**src/rtl/hamming_pkg.sv**
```systemverilog
// Shared constants and state type for the Hamming codec frame sequencer.
package hamming_pkg;
    localparam int CDC_DATA_W  = 8;
    localparam int CDC_LATENCY = 2;

    typedef enum logic [1:0] {
        IDLE  = 2'd0,
        RUN   = 2'd1,
        DRAIN = 2'd2
    } state_e;
endpackage

```
**src/rtl/hamming_ctrl_fifo.sv**
```systemverilog
// Synchronous first-word-fall-through FIFO; the head is visible whenever the FIFO is not empty.
module hamming_ctrl_fifo #(
    parameter int DEPTH = 4,
    parameter int W     = 9
) (
    input  logic                   clk,
    input  logic                   rst_n,
    input  logic                   i_push,
    input  logic [W-1:0]           i_din,
    input  logic                   i_pop,
    output logic [W-1:0]           o_dout,
    output logic                   o_empty,
    output logic [$clog2(DEPTH):0] o_count
);
    localparam int AW = $clog2(DEPTH);

    logic [W-1:0]  r_mem [DEPTH];
    logic [AW-1:0] r_wptr;
    logic [AW-1:0] r_rptr;
    logic [AW:0]   r_cnt;
    logic          w_full;

    assign w_full  = (r_cnt == (AW+1)'(DEPTH));
    assign o_empty = (r_cnt == '0);
    assign o_count = r_cnt;
    // Empty head reads as zero so the sink never sees stale data.
    assign o_dout  = o_empty ? '0 : r_mem[r_rptr];

    always_ff @(posedge clk) begin
        if (i_push) r_mem[r_wptr] <= i_din;
    end

    always_ff @(posedge clk or negedge rst_n) begin
        if (!rst_n) begin
            r_wptr <= '0;
            r_rptr <= '0;
            r_cnt  <= '0;
        end else begin
            if (i_push) r_wptr <= r_wptr + 1'b1;
            if (i_pop)  r_rptr <= r_rptr + 1'b1;
            case ({i_push, i_pop})
                2'b10:   r_cnt <= r_cnt + 1'b1;
                2'b01:   r_cnt <= r_cnt - 1'b1;
                default: r_cnt <= r_cnt;
            endcase
        end
    end

    a_no_overflow: assert property (@(posedge clk) disable iff (!rst_n)
        !(i_push && !i_pop && w_full));
endmodule

```
**src/rtl/hamming_codec_ctrl.sv**
```systemverilog
// Frame sequencer around an external 12/8 Hamming codec: credit-gated intake, tag pipeline
// tracking codec latency, FWFT output FIFO and byte/frame status counters.
import hamming_pkg::*;

module hamming_codec_ctrl #(
    parameter int DATA_W     = CDC_DATA_W,
    parameter int LATENCY    = CDC_LATENCY,
    parameter int FIFO_DEPTH = 4,
    parameter int CNT_W      = 16
) (
    input  logic              clk,
    input  logic              rst_n,
    input  logic              s_valid,
    input  logic [DATA_W-1:0] s_data,
    input  logic              s_last,
    output logic              s_ready,
    output logic [DATA_W-1:0] cdc_data,
    input  logic [DATA_W-1:0] cdc_q,
    output logic              m_valid,
    output logic [DATA_W-1:0] m_data,
    output logic              m_last,
    input  logic              m_ready,
    output logic              busy,
    output logic [CNT_W-1:0]  byte_cnt,
    output logic [CNT_W-1:0]  frame_cnt
);
    localparam int SW = $clog2(FIFO_DEPTH + LATENCY + 1);
    localparam int CW = $clog2(FIFO_DEPTH) + 1;

    state_e              r_state;
    logic                r_busy;
    logic                r_rdy_en;
    logic [LATENCY-1:0]  r_tag_vld;
    logic [LATENCY-1:0]  r_tag_last;
    logic [CNT_W-1:0]    r_byte_cnt;
    logic [CNT_W-1:0]    r_frame_cnt;

    logic                w_fire;
    logic                w_pop;
    logic                w_empty;
    logic [CW-1:0]       w_fifo_cnt;
    logic [SW-1:0]       w_inflight;
    logic [SW-1:0]       w_occ;
    logic [DATA_W:0]     w_head;

    always_comb begin
        w_inflight = '0;
        for (int i = 0; i < LATENCY; i++)
            w_inflight = w_inflight + SW'(r_tag_vld[i]);
    end

    // Every in-flight byte already owns a FIFO slot, so a stalled sink can never cause loss.
    assign w_occ    = w_inflight + SW'(w_fifo_cnt);
    assign s_ready  = r_rdy_en && (r_state != DRAIN) && (w_occ < SW'(FIFO_DEPTH));
    assign w_fire   = s_valid && s_ready;
    assign cdc_data = w_fire ? s_data : '0;

    assign m_valid   = !w_empty;
    assign m_data    = w_head[DATA_W-1:0];
    assign m_last    = w_head[DATA_W];
    assign w_pop     = m_valid && m_ready;
    assign busy      = r_busy;
    assign byte_cnt  = r_byte_cnt;
    assign frame_cnt = r_frame_cnt;

    // r_rdy_en keeps s_ready low until the first edge after reset release.
    always_ff @(posedge clk or negedge rst_n) begin
        if (!rst_n) begin
            r_rdy_en   <= 1'b0;
            r_tag_vld  <= '0;
            r_tag_last <= '0;
        end else begin
            r_rdy_en      <= 1'b1;
            r_tag_vld[0]  <= w_fire;
            r_tag_last[0] <= s_last;
            for (int i = 1; i < LATENCY; i++) begin
                r_tag_vld[i]  <= r_tag_vld[i-1];
                r_tag_last[i] <= r_tag_last[i-1];
            end
        end
    end

    hamming_ctrl_fifo #(
        .DEPTH (FIFO_DEPTH),
        .W     (DATA_W + 1)
    ) u_fifo (
        .clk     (clk),
        .rst_n   (rst_n),
        .i_push  (r_tag_vld[LATENCY-1]),
        .i_din   ({r_tag_last[LATENCY-1], cdc_q}),
        .i_pop   (w_pop),
        .o_dout  (w_head),
        .o_empty (w_empty),
        .o_count (w_fifo_cnt)
    );

    always_ff @(posedge clk or negedge rst_n) begin
        if (!rst_n) begin
            r_state     <= IDLE;
            r_busy      <= 1'b0;
            r_frame_cnt <= '0;
        end else begin
            case (r_state)
                IDLE: if (w_fire) begin
                    r_state <= s_last ? DRAIN : RUN;
                    r_busy  <= 1'b1;
                end
                RUN: if (w_fire && s_last) r_state <= DRAIN;
                DRAIN: if (w_pop && m_last) begin
                    r_state     <= IDLE;
                    r_busy      <= 1'b0;
                    r_frame_cnt <= r_frame_cnt + 1'b1;
                end
                default: begin
                    r_state <= IDLE;
                    r_busy  <= 1'b0;
                end
            endcase
        end
    end

    always_ff @(posedge clk or negedge rst_n) begin
        if (!rst_n)     r_byte_cnt <= '0;
        else if (w_pop) r_byte_cnt <= r_byte_cnt + 1'b1;
    end
endmodule

```
**config.mk**
```make
export PLATFORM = sky130hd
export DESIGN_NAME = hamming_codec_ctrl
export DESIGN_NICKNAME = d
export VERILOG_FILES = /design/src/rtl/hamming_pkg.sv /design/src/rtl/hamming_ctrl_fifo.sv /design/src/rtl/hamming_codec_ctrl.sv
export SDC_FILE = /design/constraint.sdc
export NUM_CORES = 1
export LEC_CHECK = 0
export ABC_AREA = 1
export ABC_CLOCK_PERIOD_IN_PS = 2520
export CORE_MARGIN = 2
export CORE_UTILIZATION = 25
export CTS_CLUSTER_SIZE = 25
export DETAILED_ROUTE_END_ITERATION = 8
export GPL_ROUTABILITY_DRIVEN = 1
export SLEW_MARGIN = 30
export SYNTH_ARGS = -nofsm -noshare
export SYNTH_HDL_FRONTEND = slang
export SYNTH_SLANG_ARGS = --single-unit
```
**constraint.sdc**
```tcl
create_clock -name clk -period 2.52 [get_ports clk]
set_clock_uncertainty 0.05 [all_clocks]
set_input_delay 0.504 -clock clk [delete_from_list [all_inputs] [get_ports clk]]
set_output_delay 0.504 -clock clk [all_outputs]
set_load 0.02 [all_outputs]
```
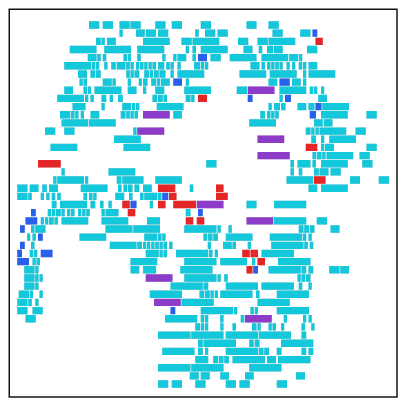
drive_strength.png
Scale: 3 px per um.
- red: drive 3 to 4 (cells 19)
- purple: drive 6 and up (cells 10)
- cyan: drive 1 or less (cells 441)
- blue: drive 2 (cells 21)
number of non-clock buffers: 83
post-synthesis to final-layout area growth: 32.3%

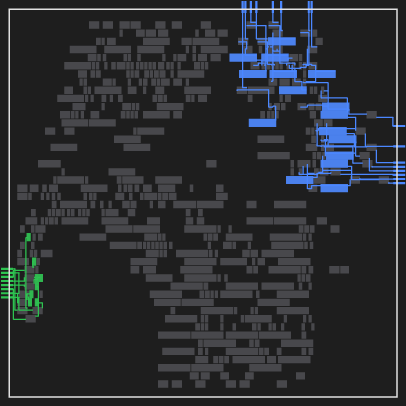
port_nets.png
Scale: 3 px per um.
- green: `s_data` (bits 8; direction input; edge left; end cells 8; buffers 8; wire 126 um)
- blue: `byte_cnt` (bits 16; direction output; edge 8 right, 8 top; end cells 16; buffers 16; wire 624 um)
top-level I/O count: 73
number of buffers added on ports: 72

==> Slide: Implementation Results <==
Synthesis and Place & Route Summary

Status
  – Run status: finished clean

Place
  – Setup slack at placement: -0.0745 ns
  – Number of placed instances with taps included: about 660
  – Final HPWL from detailed placement: about 6000 um
  – Post-placement cell area: 4880 sq um
  – RePlAce Congestion: approximately 0.81

Pwr
  – Flop pwr share: about 36%
  – Clock share of power: 23.6%
  – Switching Fraction: 37.9%
  – Leakage power of the design: 2.22 nW
  – VDD IR max: ~380 uV
  – Highest-power group: combinational cells
  – Clk power: 1.25 mW
  – NetSw: ~2 mW
  – Comb pwr share: between 40 and 50%
  – Internal power: 3.29 mW
  – Power Combinational: 2.17 mW
  – Power density normalized to cell area: 1030 nW/um^2
  – Sequential logic power: about 1.9 mW
  – Final total power: 5.31 mW

STA
  – Max-slew violation count: 0
  – Setup repair after global routing missed its margin: yes
  – Shortest period the worst path allows: about 2.4 ns
  – Crit share post-route: a little over nine tenths
  – Setup TNS: 0 ns
  – Transition time of the tightest slew-check pin: 0.625 ns
  – Slew margin rel.: 58.3%
  – Number of hold violations in the final report: 0
  – Min Hold Slack: 0.225 ns
  – Maximum clock frequency: between 0.4 and 0.5 GHz
  – Worst Setup Slack, final: 0.0828 ns
  – Number of endpoints failing setup at the final stage: 0

CTS
  – Register clock-pin slew on the reported worst setup and hold paths: 0.06 ns
  – Count of cells resized by post-cts repair: 34
  – Clock Latency Late Sink: 0.33 ns
  – CTS tree: built
  – Maximum buffer depth of the clock tree: 2
  – Number of H-tree levels: 3
  – Inserted Clock Buffers: 9
  – Post-CTS Setup Repair Bufs: 0
  – Number of sinks handled by clock tree synthesis: 83
  – Number of buffers inserted for hold repair after clock tree synthesis: 0
  – Root Buffer Master: clkbuf_16

Worst setup path
  – Required time worst endpoint: 1.97 ns
  – Worst-path cell chain: ha_1 -> nand2_1 -> nand2_1 -> nand2_1 -> nand2_1 -> nand4_4 -> nor2_1 -> clkdlybuf4s15_2
  – Critical Path End Type: primary output
  – Number of cells traversed by the worst register-to-register path: 9
  – WP buf/inv: 1
  – Endpoint of the worst setup timing path: cdc_data[4]
  – Kind of critical path: reg2out
  – Critical Path Source Type: flop
  – Worst setup path startpoint: u_fifo.o_count[0]
  – Slowest stage cell, crit path: dfrtp_1
  – Launching point of the worst reg2reg path: u_fifo.o_count[2]
  – Cell repeated most along the worst path: nand2_1
  – Kind of cell adding the most delay to the critical path: simple AND/OR/NAND/NOR gates
  – CP max stage delay: 0.41 ns
  – Crit. path cell count: 8
  – Critical path data arrival time: 1.88 ns
  – Worst setup slack for register-to-register paths: 0.61 ns
  – Highest net fanout along the worst path: 10
  – Endpoint of the worst register-to-register path: u_fifo.o_count[2]

Layout
  – Area used by multi-input combinational logic: 1430 sq um
  – Fraction of area in registers: 43.9%
  – Signal buf overhead: 14.9%
  – Post-route standard cell area excluding fillers: ~5000 sq um
  – Most frequent logic cell in the layout: nand2_1
  – Layout multi-input combinational cell count: 264
  – Fraction of final layout cells sized beyond drive strength 1: 10.2%
  – Area of all sequential standard cells: approximately 2300 sq um
  – Number of flip-flops under the largest register name: 36
  – Final clock-cell share: roughly 5.4%
  – Fraction of standard cell area in multi-input logic: 27.7%
  – Register containing the most flip-flops in the final layout: u_fifo.r_mem
  – Top logic cells by instance count in the layout: 76 x nand2_1, 68 x nor2_1, 53 x clkdlybuf4s50_1, 47 x dfrtp_1, 41 x inv_1
  – Number of clock buffers in the layout: 12
  – Number of sequential cells: 83
  – Largest contributor to cell area by class: sequential cells
  – Non-clock inverter count: 45
  – Tally of filler cells in the layout: 1,549
  – Nets@finish: about 520
  – Antenna diode count: 0
  – Post-route non-filler standard cell count: 679

Route
  – DRC violations left: 0
  – Iter 0 DRT Violations: approximately 110
  – Met1 Routed Length: 3900 um
  – Routed wl met3: 321 um
  – Post-detailed-route wirelength per cell: 12.4 um
  – Number of iterations in the first detailed-routing pass: 5
  – Sum of met2 wire segment lengths after detailed routing: 4080 um
  – Final antenna-violating net count: 0
  – Top layer in use: met4
  – Number of vias per cell: 4.24

Yosys
  – Dominant register cell in the synthesized netlist: dfrtp_1
  – Post-synthesis cell type with the largest combined area: dfrtp_1
  – Mux area share: 0%
  – Floorplan net count: 428
  – Number of distinct library cells after synthesis: 34
  – Synth Cell Area: ~4000 sq um
  – Dominant cell area share: a little over 30%
  – Cell types with the highest counts after synthesis: 76 x nand2_1, 68 x nor2_1, 47 x dfrtp_1
  – Share of synthesized cell area in full adder, half adder and majority cells: 3.09%
  – Synth Register Bits: 83
  – Biggest area contributors in the synthesized netlist: dfrtp_1 30%, edfxtp_1 28%, nand2_1 7.3%, nor2_1 6.6%, xor2_1 5.0%
  – Gate count of the mapped netlist: between 300 and 400
  – Largest logic family: simple AND/OR/NAND/NOR gates
  – Post-Syn Area per Cell: 9.78 sq um
  – Cell total in the yosys stat output: 398
  – Total cell area reported by yosys after synthesis: 3890 sq um
  – Leading cell type by number of instances after synthesis: nand2_1
  – Sequential element share of the synthesized area: roughly three fifths
  – Count of yosys warnings during synthesis: 0
  – Xor/xnor share of the synthesized area: 7.20%
  – Simple-gate area share of the yosys netlist: 20.4%
  – Share of async-settable or async-resettable flops after synthesis: a little under three fifths
  – Compound-gate portion of the synthesized area: 5.72%
  – Count of library flops with an enable pin: 36

GRT
  – Met3 usage: 1.70%
  – Maximum number of pins on one net before global-route repair: roughly 48
  – First-pass GRT wire length: between 10,000 and 15,000 um
  – Number of antenna violations at the first check in global routing: 0
  – Total GRT Usage: 10.5%
  – Most congested layer reported by global routing: met2
  – Grt ovf: 0
  – Met2 demand-to-capacity share in global routing: 17.2%
  – Vias in the first global route: roughly 2.9k

Die
  – Number of core rows: 45
  – Chip width: roughly 130 um
  – Chip footprint: 16,600 sq um
  – Tap cell count: about 190
  – Height of the die: roughly 130 um

Job
  – Tool warning count: 30
  – Maxcap violations: 0

Hold path
  – Class of the most critical hold timing path: in2async
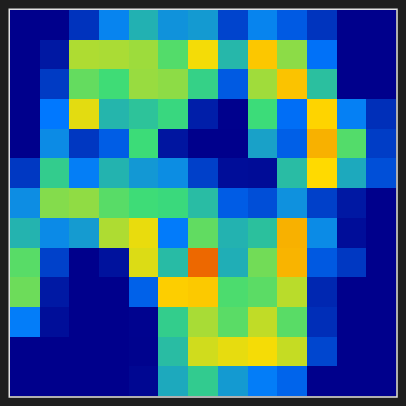
density.png
Scale: 3 px per um. 13 x 13 tiles, from dark blue (low) to red (high), 0 to 100% covered.
- emptiest ninth of the die: bottom left
- mean over tiles: 30%
- densest ninth of the die: bottom middle
- nearly empty tiles: 25%
- tiles over 75% full: 5.9%
- fullest tile: 88%
final core area utilization: 33.9%
initial core utilization: 25.6%
Placeable Area: 15,200 sq um

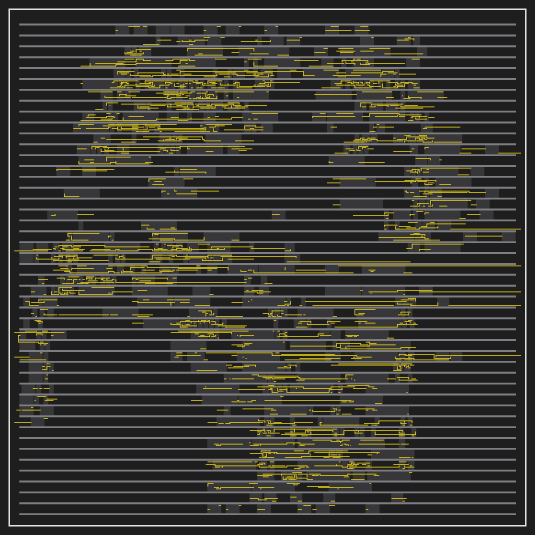
met1.png
Scale: 4 px per um. Supply wires on this layer in gray.
- nets with wire on the layer: 470
- longest straight run: 45.5 um
- wire length on this layer: 3,900 um
- share of all routed wire: 46%
grt met1 use: 13.6%
wirelength, routed: 8450 um
count of vias placed by the detailed router: 2,879

Power is estimated from default activity; no workload was simulated.
